[src/rtl/control_unit.sv]
// Multicycle controller for the six-instruction processor: PC, IR, decode and a
// Moore sequencer driving register-file, data-memory and ALU controls.
module control_unit #(
  parameter int unsigned PC_W    = 7,
  parameter int unsigned DADDR_W = 8
) (
  input  logic               Clock,
  input  logic               Reset,
  input  logic [15:0]        InstrData,
  output logic [PC_W-1:0]    PC,
  output logic [DADDR_W-1:0] D_addr,
  output logic               D_wr,
  output logic               RF_s,
  output logic [3:0]         RF_Waddr,
  output logic [3:0]         RF_Aaddr,
  output logic [3:0]         RF_Baddr,
  output logic               RF_W_en,
  output logic [2:0]         ALU_s0,
  output logic               Halted,
  output logic [3:0]         StateOut
);

  typedef enum logic [3:0] {
    StInit   = 4'd0,
    StFetch  = 4'd1,
    StDecode = 4'd2,
    StNoop   = 4'd3,
    StLoadA  = 4'd4,
    StLoadB  = 4'd5,
    StStore  = 4'd6,
    StAdd    = 4'd7,
    StSub    = 4'd8,
    StHalt   = 4'd9
  } state_e;

  localparam logic [3:0] OpNoop  = 4'd0;
  localparam logic [3:0] OpStore = 4'd1;
  localparam logic [3:0] OpLoad  = 4'd2;
  localparam logic [3:0] OpAdd   = 4'd3;
  localparam logic [3:0] OpSub   = 4'd4;
  localparam logic [3:0] OpHalt  = 4'd5;

  state_e          r_state;
  state_e          w_state_next;
  logic [PC_W-1:0] r_pc;
  logic [15:0]     r_ir;

  always_ff @(posedge Clock) begin
    if (Reset) begin
      r_state <= StInit;
      r_pc    <= '0;
      r_ir    <= '0;
    end else begin
      r_state <= w_state_next;
      // PC and IR only ever move on the FETCH exit edge, which also freezes them in HALT.
      if (r_state == StFetch) begin
        r_ir <= InstrData;
        r_pc <= r_pc + PC_W'(1);
      end
    end
  end

  always_comb begin
    w_state_next = r_state;
    unique case (r_state)
      StInit:   w_state_next = StFetch;
      StFetch:  w_state_next = StDecode;
      StDecode: begin
        unique case (r_ir[15:12])
          OpNoop:  w_state_next = StNoop;
          OpStore: w_state_next = StStore;
          OpLoad:  w_state_next = StLoadA;
          OpAdd:   w_state_next = StAdd;
          OpSub:   w_state_next = StSub;
          OpHalt:  w_state_next = StHalt;
          default: w_state_next = StNoop;
        endcase
      end
      StNoop, StStore, StAdd, StSub, StLoadB: w_state_next = StFetch;
      StLoadA:  w_state_next = StLoadB;
      StHalt:   w_state_next = StHalt;
      default:  w_state_next = StInit;
    endcase
  end

  always_comb begin
    D_addr   = '0;
    D_wr     = 1'b0;
    RF_s     = 1'b0;
    RF_Waddr = '0;
    RF_Aaddr = '0;
    RF_Baddr = '0;
    RF_W_en  = 1'b0;
    ALU_s0   = '0;
    Halted   = 1'b0;
    unique case (r_state)
      StLoadA, StLoadB: begin
        D_addr   = DADDR_W'(r_ir[11:4]);
        RF_s     = 1'b1;
        RF_Waddr = r_ir[3:0];
        RF_W_en  = (r_state == StLoadB);
      end
      StStore: begin
        D_addr   = DADDR_W'(r_ir[11:4]);
        RF_Aaddr = r_ir[3:0];
        D_wr     = 1'b1;
      end
      StAdd, StSub: begin
        RF_Aaddr = r_ir[11:8];
        RF_Baddr = r_ir[7:4];
        RF_Waddr = r_ir[3:0];
        ALU_s0   = (r_state == StAdd) ? 3'd1 : 3'd2;
        RF_W_en  = 1'b1;
      end
      StHalt:  Halted = 1'b1;
      default: ;
    endcase
    // Block any write from committing on the reset edge.
    if (Reset) begin
      RF_W_en = 1'b0;
      D_wr    = 1'b0;
    end
  end

  assign PC       = r_pc;
  assign StateOut = r_state;

endmodule

[config.mk]
export PLATFORM = sky130hd
export DESIGN_NAME = control_unit
export DESIGN_NICKNAME = d
export VERILOG_FILES = /design/src/rtl/control_unit.sv
export SDC_FILE = /design/constraint.sdc
export NUM_CORES = 1
export LEC_CHECK = 0
export CAP_MARGIN = 20
export CELL_PAD_IN_SITES_DETAIL_PLACEMENT = 0
export CELL_PAD_IN_SITES_GLOBAL_PLACEMENT = 1
export CORE_ASPECT_RATIO = 2
export CORE_UTILIZATION = 30
export DETAILED_ROUTE_END_ITERATION = 6
export GPL_TIMING_DRIVEN = 0
export PLACE_DENSITY_LB_ADDON = 0.05
export SETUP_SLACK_MARGIN = 0.1
export SLEW_MARGIN = 20
export SYNTH_ARGS = -nofsm -noshare
export SYNTH_HDL_FRONTEND = slang
export SYNTH_SLANG_ARGS = --single-unit
[constraint.sdc]
create_clock -name Clock -period 2.5 [get_ports Clock]
set_input_delay 0.5 -clock Clock [delete_from_list [all_inputs] [get_ports Clock]]
set_output_delay 0.5 -clock Clock [all_outputs]
set_load 0.03 [all_outputs]
Figure 1. Wiring by layer.
Drawn at 4 px/um.
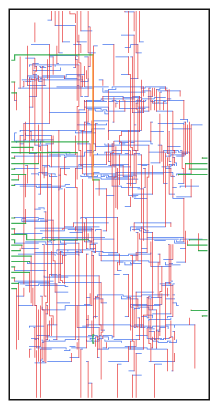
- met3: green (wire length 165 um)
- met4: orange (wire length 31.3 um)
- met2: red (wire length 2260 um)
- met1: blue (wire length 1570 um)

Figure 2. Clock wires, drivers and flops.
Drawn at 4 px/um.
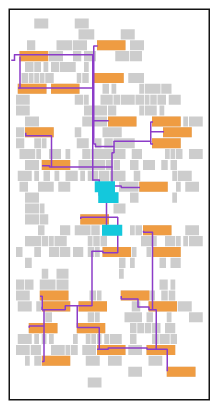
- cells driving clock nets: cyan (count 3)
- flip-flops: orange (count 27)
- clock wires: purple (length 365 um)
- routed clock nets: 4
P_clk: 252 uW
clk latency late pin: 270 ps
Clock Skew: 8.83 ps
fraction of power consumed by the clock network: 21.3%

Figure 3. Track usage over the die.
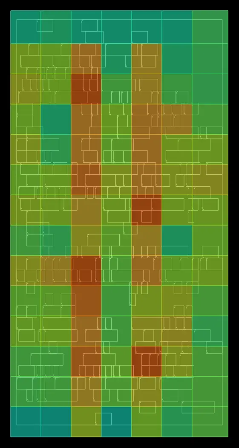
average detailed-routed wire length per instance: 14.2 um
met2 Use GR: 35.1%
Util after Layout: 47.3%

Figure 4. Sequential cells colored by netlist name.
Drawn at 4 px/um. Other cells in gray.
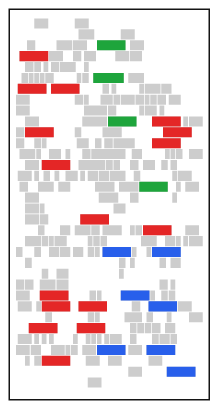
- `PC`: blue (flops 7; where bottom right)
- `r_ir`: red (flops 16; where all over the die)
- `StateOut`: green (flops 4; where top middle)
register cell area after layout: 542 sq um
proportion of cell area occupied by registers: 26.4%
Sequential Power: 550 uW

Figure 5. Metal 3.
Drawn at 4 px/um.
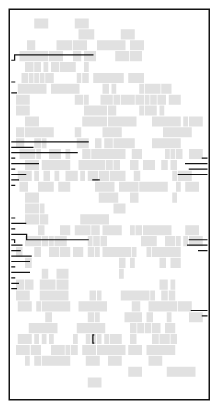
- main direction: horizontal
- wire length on this layer: 165 um
- nets with wire on the layer: 36
- longest straight run: 19.5 um
- share of all routed wire: 4.1%

==> reports/metrics.json <==
{
  "sequentialPowerShare_pct": 46.4,
  "leakage_nw": 0.758,
  "clock_h_tree_levels": 1,
  "dpl_cell_area_sq_mm": 0.00196,
  "hold_class": "reg2reg",
  "area_share_clock_buf_inv_pct": 2.26,
  "critPathTopFamily": "buffers and inverters",
  "synth.avg_cell_area_sq_um": 7.86,
  "detailroute.wirelength.met2_um": 2260,
  "coreArea_sq_mm": 0.00434,
  "max_freq_mhz": 430,
  "vias": 1403,
  "cts.sink_count": 27,
  "crit_path_max_incr_delay_ps": 460,
  "signal_buffer_area_fraction_pct": 28.5,
  "port-buffer-count": 53,
  "worst_reg2reg_path_length_in_cells": 5,
  "cp_data_arrival_time_ps": 1820,
  "timing.critical_path.required_ps": 2000,
  "ys_async_sr_fraction_pct": 0,
  "p_total_mw": 1.18,
  "timing.critical_path.depth": 3,
  "tap_cells": 54,
  "top_cells_by_area": "sky130_fd_sc_hd__dfxtp_1 40%, sky130_fd_sc_hd__nand2_1 10%, sky130_fd_sc_hd__a21oi_1 9.2%",
  "cts_setup_buffers": 0,
  "floorplan.initialDensity_pct": 31.3,
  "slowest_library_cell_on_the_worst_path": "sky130_fd_sc_hd__dlygate4sd2_1",
  "num-clock-buffers": 3,
  "drive_gt1_share_pct": 14.8,
  "outcome": "finished, final reports clean",
  "worst_hold_startpoint": "r_ir[7]",
  "routability_cong": 0.764,
  "drt_wl_total_um": 4020,
  "netlist_area_sq_mm": 0.00136,
  "final.signal_inverter_count": 3,
  "wire_length_of_the_first_global_routing_pass_um": 6800,
  "tightestPinTransition_ps": 957,
  "dp.final_hpwl_um": 3100,
  "area.combinational_sq_um": 800,
  "layout_area_growth_over_synthesis_pct": 50.9,
  "cts_tree": "yes",
  "yosysMostFrequentCell": "sky130_fd_sc_hd__nand2_1",
  "top_area_cell_class": "logic gates"
}
Power is estimated from default activity; no workload was simulated.
